`config.mk`:
```
export PLATFORM = sky130hd
export DESIGN_NAME = branch_resolver_flat
export DESIGN_NICKNAME = d
export VERILOG_FILES = /design/src/rtl/branch_resolver_pkg.sv /design/src/rtl/branch_resolver_if.sv /design/src/rtl/branch_resolver_bq_fifo.sv /design/src/rtl/branch_resolver.sv /design/src/flat_wrapper.sv
export SDC_FILE = /design/constraint.sdc
export NUM_CORES = 1
export LEC_CHECK = 0
export CORE_MARGIN = 2
export CORE_UTILIZATION = 40
export DETAILED_ROUTE_END_ITERATION = 6
export GPL_TIMING_DRIVEN = 0
export MAX_ROUTING_LAYER = met4
export SYNTH_ARGS = -nofsm -noshare
export SYNTH_HDL_FRONTEND = slang
export SYNTH_SLANG_ARGS = --single-unit
```
`constraint.sdc`:
```
create_clock -name clk -period 3.01 [get_ports clk]
set_input_delay 0.4515 -clock clk [delete_from_list [all_inputs] [get_ports clk]]
set_output_delay 0.4515 -clock clk [all_outputs]
set_load 0.1 [all_outputs]
```
`src/rtl/branch_resolver_pkg.sv`:
```
// Shared types and constants for the branch resolver slice.
package branch_resolver_pkg;

  // One in-flight prediction: predicted direction plus the PC to recover to
  // if that direction turns out to be wrong.
  typedef struct packed {
    logic        taken;
    logic [31:0] alt_pc;
  } bq_entry_t;

  localparam logic [31:0] COUNTER_MAX = 32'hFFFF_FFFF;

  // Statistics counters stick at their maximum instead of wrapping to zero.
  function automatic logic [31:0] sat_inc(input logic [31:0] value);
    return (value == COUNTER_MAX) ? value : value + 32'd1;
  endfunction

endpackage

```
`src/rtl/branch_resolver_if.sv`:
```
// Prediction/resolution bus between the pipeline and the branch resolver.
interface branch_resolver_if;
  logic        pred_valid;
  logic        pred_taken;
  logic [31:0] pred_alt_pc;
  logic        res_valid;
  logic        res_taken;
  logic        flush;
  logic [31:0] redirect_pc;
  logic        upd_valid;
  logic        upd_taken;
  logic        q_full;

  // Pipeline side: issues predictions and resolutions, consumes recovery info.
  modport master (
    output pred_valid, pred_taken, pred_alt_pc, res_valid, res_taken,
    input  flush, redirect_pc, upd_valid, upd_taken, q_full
  );

  // Resolver side.
  modport slave (
    input  pred_valid, pred_taken, pred_alt_pc, res_valid, res_taken,
    output flush, redirect_pc, upd_valid, upd_taken, q_full
  );
endinterface

```
`src/rtl/branch_resolver_bq_fifo.sv`:
```
// In-order prediction queue: circular buffer with AW-bit pointers and an
// AW+1-bit occupancy count. Clear empties it and beats push/pop.
module bq_fifo
  import branch_resolver_pkg::*;
#(
  parameter int DEPTH = 4,
  parameter int AW    = 2
) (
  input  logic           clk,
  input  logic           reset,
  input  logic           push,
  input  logic           pop,
  input  logic           clear,
  input  bq_entry_t      wr_data,
  output bq_entry_t      head,
  output logic           full,
  output logic           empty,
  output logic [AW:0]    count
);

  bq_entry_t      mem [DEPTH];
  logic [AW-1:0]  rd_ptr;
  logic [AW-1:0]  wr_ptr;

  // Entry storage needs no reset; occupancy is tracked by the pointers.
  always_ff @(posedge clk) begin
    if (push && !clear) mem[wr_ptr] <= wr_data;
  end

  // Pointer and occupancy bookkeeping; pointers wrap naturally at AW bits.
  always_ff @(posedge clk or negedge reset) begin
    if (!reset) begin
      rd_ptr <= '0;
      wr_ptr <= '0;
      count  <= '0;
    end else if (clear) begin
      rd_ptr <= '0;
      wr_ptr <= '0;
      count  <= '0;
    end else begin
      if (push) wr_ptr <= wr_ptr + 1'b1;
      if (pop)  rd_ptr <= rd_ptr + 1'b1;
      case ({push, pop})
        2'b10:   count <= count + 1'b1;
        2'b01:   count <= count - 1'b1;
        default: count <= count;
      endcase
    end
  end

  assign head  = mem[rd_ptr];
  assign full  = (count == (AW + 1)'(DEPTH));
  assign empty = (count == '0);

endmodule

```
`src/rtl/branch_resolver.sv`:
```
// Completion end of the branch-prediction path: checks the oldest queued
// prediction against the execute outcome, flushes on a miss and keeps stats.
module branch_resolver
  import branch_resolver_pkg::*;
#(
  parameter int DEPTH = 4,
  parameter int AW    = 2
) (
  input  logic              clk,
  input  logic              reset,
  input  logic              clr,
  input  logic              stall,
  branch_resolver_if.slave  bus,
  output logic              err,
  output logic [31:0]       br_cnt,
  output logic [31:0]       mis_cnt
);

  bq_entry_t   head;
  bq_entry_t   wr_data;
  logic        full;
  logic        empty;
  logic [AW:0] count;
  logic        pop;
  logic        mis;
  logic        push;
  logic        empty_res;
  logic        flush_r;
  logic        upd_valid_r;
  logic        upd_taken_r;
  logic [31:0] redirect_r;

  // A miss makes every younger entry wrong-path, so it also kills a same-cycle
  // enqueue. A correct pop frees a slot, which lets a full queue accept a push.
  always_comb begin
    pop       = bus.res_valid && !stall && !clr && !empty;
    mis       = pop && (head.taken ^ bus.res_taken);
    empty_res = bus.res_valid && !stall && !clr && empty;
    push      = bus.pred_valid && !stall && !clr && !mis && (!full || pop);
    wr_data   = '{taken: bus.pred_taken, alt_pc: bus.pred_alt_pc};
  end

  bq_fifo #(.DEPTH(DEPTH), .AW(AW)) u_fifo (
    .clk     (clk),
    .reset   (reset),
    .push    (push),
    .pop     (pop),
    .clear   (clr || mis),
    .wr_data (wr_data),
    .head    (head),
    .full    (full),
    .empty   (empty),
    .count   (count)
  );

  // Registered pulses, recovery PC, training outcome, counters and error flag.
  always_ff @(posedge clk or negedge reset) begin
    if (!reset) begin
      flush_r     <= 1'b0;
      upd_valid_r <= 1'b0;
      upd_taken_r <= 1'b0;
      redirect_r  <= '0;
      br_cnt      <= '0;
      mis_cnt     <= '0;
      err         <= 1'b0;
    end else begin
      flush_r     <= mis;
      upd_valid_r <= pop;
      if (pop) begin
        upd_taken_r <= bus.res_taken;
        br_cnt      <= sat_inc(br_cnt);
      end
      if (mis) begin
        redirect_r <= head.alt_pc;
        mis_cnt    <= sat_inc(mis_cnt);
      end
      if (empty_res) err <= 1'b1;
    end
  end

  assign bus.flush       = flush_r;
  assign bus.upd_valid   = upd_valid_r;
  assign bus.upd_taken   = upd_taken_r;
  assign bus.redirect_pc = redirect_r;
  assign bus.q_full      = full;

endmodule
```
`src/flat_wrapper.sv`:
```
// flat-port wrapper written by rule: the top's interface ports become plain ports
module branch_resolver_flat import branch_resolver_pkg::*;
#(
  parameter int DEPTH = 4,
  parameter int AW    = 2
)
  (clk, reset, clr, stall, err, br_cnt, mis_cnt, bus_pred_valid, bus_pred_taken, bus_pred_alt_pc, bus_res_valid, bus_res_taken, bus_flush, bus_redirect_pc, bus_upd_valid, bus_upd_taken, bus_q_full);
  branch_resolver_if bus_i ();
  input  logic clk;
  input  logic reset;
  input  logic clr;
  input  logic stall;
  output logic err;
  output logic [31:0] br_cnt;
  output logic [31:0] mis_cnt;
  input wire logic [$bits(bus_i.pred_valid)-1:0] bus_pred_valid;
  input wire logic [$bits(bus_i.pred_taken)-1:0] bus_pred_taken;
  input wire logic [$bits(bus_i.pred_alt_pc)-1:0] bus_pred_alt_pc;
  input wire logic [$bits(bus_i.res_valid)-1:0] bus_res_valid;
  input wire logic [$bits(bus_i.res_taken)-1:0] bus_res_taken;
  output wire logic [$bits(bus_i.flush)-1:0] bus_flush;
  output wire logic [$bits(bus_i.redirect_pc)-1:0] bus_redirect_pc;
  output wire logic [$bits(bus_i.upd_valid)-1:0] bus_upd_valid;
  output wire logic [$bits(bus_i.upd_taken)-1:0] bus_upd_taken;
  output wire logic [$bits(bus_i.q_full)-1:0] bus_q_full;
  assign bus_i.pred_valid = bus_pred_valid;
  assign bus_i.pred_taken = bus_pred_taken;
  assign bus_i.pred_alt_pc = bus_pred_alt_pc;
  assign bus_i.res_valid = bus_res_valid;
  assign bus_i.res_taken = bus_res_taken;
  assign bus_flush = bus_i.flush;
  assign bus_redirect_pc = bus_i.redirect_pc;
  assign bus_upd_valid = bus_i.upd_valid;
  assign bus_upd_taken = bus_i.upd_taken;
  assign bus_q_full = bus_i.q_full;
  branch_resolver #(.DEPTH(DEPTH), .AW(AW)) u_core (.clk(clk), .reset(reset), .clr(clr), .stall(stall), .bus(bus_i), .err(err), .br_cnt(br_cnt), .mis_cnt(mis_cnt));
endmodule
```
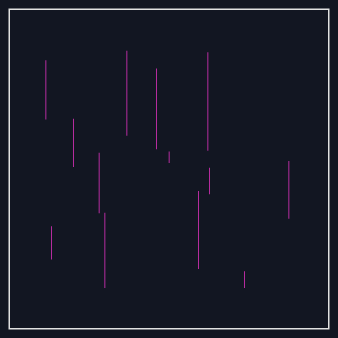
Figure 1: run 1, signal wires on met4.
Drawn at 2 px/um.
main direction: vertical
nets with wire on the layer: 4
share of all routed wire: 1.8%
longest straight run: 49.0 um
wire length on this layer: 362 um

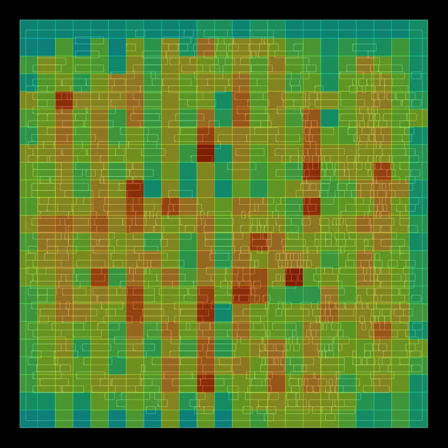
Figure 2: run 1, routing congestion map.
grt met3 use: 0.0419
wire per inst: 18.5 um
gr usage total: 0.167
global routing's busiest layer: met2

==> impl_metrics.toml, run 1 <==
# yosys + openroad results
[power_and_ir_drop]
p_clk_frac = 0.292
maxPowerGroup = "registers"
p_seq_mw = 3.99
swShare = 0.383
p_comb_frac = 0.320
p_leak_nw = 4.51
ir_drop_uv = 594
finalPower_mw = 10.3
comb_power_mw = 3.29
p_seq_frac = 0.388

[cells_and_area]
regMostFlops = "u_core.u_fifo.mem"
final_common_cell = "clkdlybuf4s50_1"
numSequentialCells = 239
num-multi-input-gates = 319
clock_buffer_count = 36
mostFrequentLayoutCells = "138 x clkdlybuf4s50_1, 132 x edfxtp_1, 107 x dfrtp_1"
seqAreaFraction = 0.539
n_fill_cell = 1990
comb_area_frac = 0.230
nNonClkBuffers = 160
comb_area_mm2 = 0.00283
final-clk-cell-share = 0.0650
largestClassByArea = "flip-flops and latches"
largest_register_ffs = 132
drive_gt1_frac = 0.172
area_growth_pct = 28.3
buf_share = 0.130
stdcell_count = 1098
nets = 806
fin_area_mm2 = 0.0123
inverters = 13

[worst_setup_path]
critPathLaunch = "u_core.u_fifo.count[0]"
worstPathArrival_ns = 2.40
crit_end = "bus_q_full"
cp_num_cells = 3
startpoint_type = "flop"
rr_startpoint = "u_core.u_fifo.rd_ptr[1]"
critPathSlowestCell = "clkdlybuf4s50_1"
worst-path-buf-inv = 2
timing.rr.end = "u_core.bus.redirect_pc[21]"
end_kind = "primary output"
reg2reg_slack_ns = 0.51
critical_path.max_stage_delay_ns = 1.17
crit_type = "reg2out"
critPathMaxFanout = 3

[floorplanning]
die_area_mm2 = 0.0253
die_w_um = 159
n_tap_cell = 319
ios = 141
fp_util = 0.408

[worst_hold_path]
hold_start = "clr"
worstHoldPathType = "in2reg"
min_to = "u_core.u_fifo.count[2]"
min_path_cells = 2

[timing]
finalClockSkew_ns = 0.00864
tns_ns = 0
finalClockPeriodUsage = 0.947
setup_ws_ns = 0.160
final-max-slew-violation-count = 0
clock.fmax_mhz = 351
rsz0062_at_grt = "false"
min_period_ns = 2.85
setup_viol = 0
relSlewSlack = 0.285
final_hold_viol_count = 0
hold_ws_ns = 0.228

[clock_tree]
cts_tree = "built"
cts_buffers = 26
clkSlewWorstSetupHoldPaths_ns = 0.06
cts_setup_buffers = 0
hold_buffers = 1
cts_resized = 0
clkSinkCount = 239
clk_latency_ns = 0.53
cts-root-buf = "clkbuf_16"

[logic_synthesis]
synth_nets = 633
yosysWarnings = 0
syn_avg_cell_area_um2 = 16.4
ys_cells = 586
synth-async-reset-ratio = 0.448
area_leaders = "edfxtp_1 41%, dfrtp_1 28%, mux4_2 7.5%"
yosys-top-cells-count = "132 x edfxtp_1, 107 x dfrtp_1, 45 x xnor2_1"
synth_seq_share = 0.692
yosysChipArea_mm2 = 0.00960
synth-adder-area-share = 0.00990
synthCells = 586
synthTopLogicFamily = "multiplexers"
simple_gate_share = 0.0947
edf_count = 132
ys_ff = 239
top_cell = "edfxtp_1"
yosys.area_share.aoi = 0.00834
mux_area_frac = 0.124
flop_cell = "edfxtp_1"
syn_area_mm2 = 0.00960
synth.top_cell.area_share = 0.413
yosys.area.top_type = "edfxtp_1"

[placed_design]
postPlaceCellArea_mm2 = 0.0115
dp.final_hpwl_um = 13400
place.gp.congestion = 0.782
pre_cts_ws_ns = 0.0736
place_inst = 1049
io_buffers = 139

[grt]
use_met2 = 0.271
grt_max_degree = 65
grt_first_pass_wirelength_um = 32800
overflow = 0
grt_antenna_before_repair = 1
grt_pass1_vias = 5963

[detailed_routing]
antenna_left = 0
dr.pass1.iters = 4
top_layer = "met4"
via_count = 5590
route.met2.wl_um = 9780
wl_met1_um = 8870
route.met3.wl_um = 1240
drt_iter0_markers = 328
viasPerCell = 5.09
drc = 0

[run_status]
status = "completed"

[run]
maxCapViolCount = 0
warning_count = 29
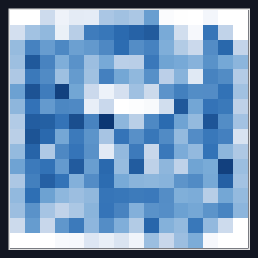
Figure 3: run 1, local utilization.
Drawn at 1.5 px/um. 16 x 16 tiles, from white (low) to dark blue (high), 0 to 100% covered.
emptiest ninth of the die: north-east
fullest tile: 97%
nearly empty tiles: 5.9%
tiles over 75% full: 10%
densest ninth of the die: west

Figure 4. PDN straps and rails (run 1).
Drawn at 3 px/um. Pins as bars on the die edge.
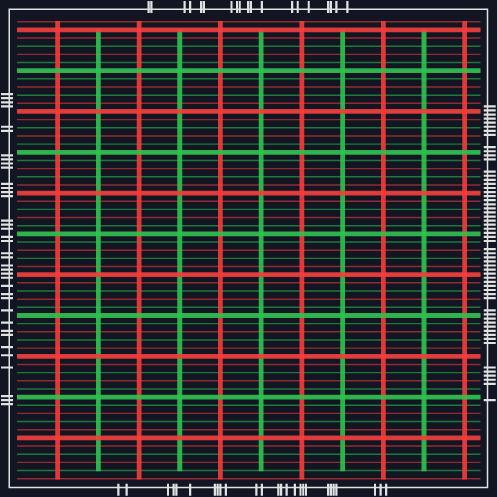

==> run 2, diff against run 1 <==
- CORE_UTILIZATION: 40 -> 25
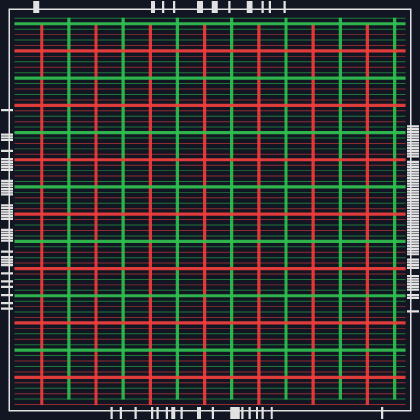
Figure 5: run 2, PDN straps and rails.
Drawn at 2 px/um. Pins as bars on the die edge.
| net | colour |
|---|---|
| VDD | green |
| VSS | red |
rows: 71
met1 rails: 72

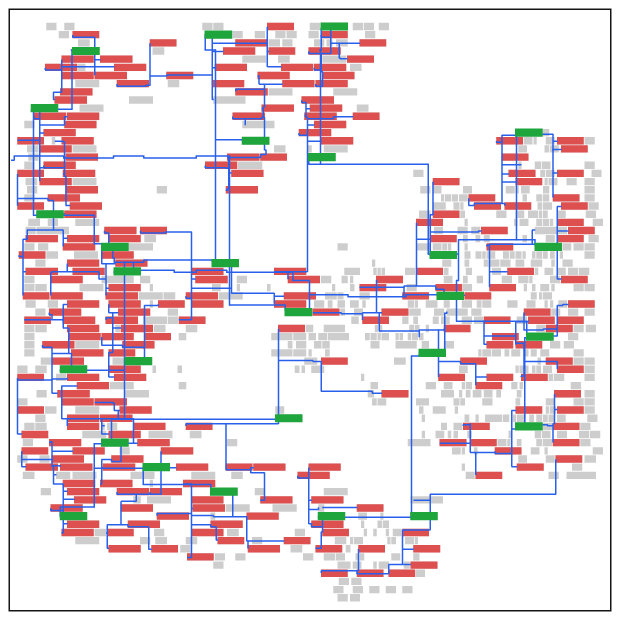
Figure 6: run 2, clock wires, drivers and flops.
Drawn at 3 px/um.
[clock drivers] green | count: 27
[clock wires] blue | length: 3390 um
[flip-flops] red | count: 239
flops lie: spread over the die

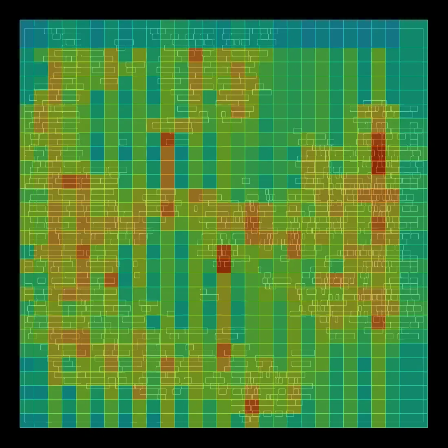
Figure 7: run 2, routing congestion map.
fin util: 0.337
routing usage on met2: 0.180
wire per inst: 16.9 um
gr usage total: 0.115

==> run 2 against run 1 <==
- maximum frequency decreased by 1.8%
- routed wire length increased by 7.6%
- clock power increased by 21%
- combinational power about the same
- clock skew grew 0.0081 ns
- synthesized cell count unchanged
- non-clock buffer count is the same
- via count fell by 2.2%
- first-iteration DRC count fell by 37%
- largest cell class unchanged
==> impl_metrics.toml, run 2 <==
# yosys + openroad results
[cells_and_area]
clock_buffer_count = 33
final_common_cell = "clkdlybuf4s50_1"
num-multi-input-gates = 319
buf_share = 0.125
final-clk-cell-share = 0.0772
seqAreaFraction = 0.521
fin_area_mm2 = 0.0127
area_growth_pct = 32.7
comb_area_mm2 = 0.00283

[run_status]
status = "completed"

[logic_synthesis]
top_cell = "edfxtp_1"
synth.top_cell.area_share = 0.413
synthCells = 586
yosysWarnings = 0
syn_avg_cell_area_um2 = 16.4
synth-adder-area-share = 0.00990
yosys-top-cells-count = "132 x edfxtp_1, 107 x dfrtp_1, 45 x xnor2_1"
synth_seq_share = 0.692
ys_cells = 586
edf_count = 132
yosysChipArea_mm2 = 0.00960

[clock_tree]
clkSinkCount = 239
clk_latency_ns = 0.57
cts_setup_buffers = 0
hold_buffers = 1
clkSlewWorstSetupHoldPaths_ns = 0.07

[power_and_ir_drop]
p_clk_frac = 0.333
swShare = 0.375
p_seq_mw = 3.98
p_seq_frac = 0.365
ir_drop_uv = 836

[floorplanning]
n_tap_cell = 511
die_w_um = 200
fp_util = 0.254
ios = 141

[run]
warning_count = 29
maxCapViolCount = 0

[grt]
grt_first_pass_wirelength_um = 33900
grt_max_degree = 82

[detailed_routing]
wl_met1_um = 10100
dr.pass1.iters = 4
viasPerCell = 4.23
route.met3.wl_um = 1380
top_layer = "met4"
drc = 0

[timing]
final-max-slew-violation-count = 0
relSlewSlack = 0.290
finalClockSkew_ns = 0.0167
tns_ns = 0
setup_viol = 0
setup_ws_ns = 0.106
min_period_ns = 2.90

[worst_setup_path]
critPathMaxFanout = 3
reg2reg_slack_ns = 0.49
end_kind = "primary output"
critPathSlowestCell = "clkdlybuf4s50_1"
critical_path.max_stage_delay_ns = 1.19
timing.rr.end = "u_core.bus.redirect_pc[30]"
cp_num_cells = 3

[worst_hold_path]
min_path_cells = 2

[placed_design]
place.gp.congestion = 0.771
io_buffers = 139
Power figures rest on the tool's default switching activity, not on a simulated workload.
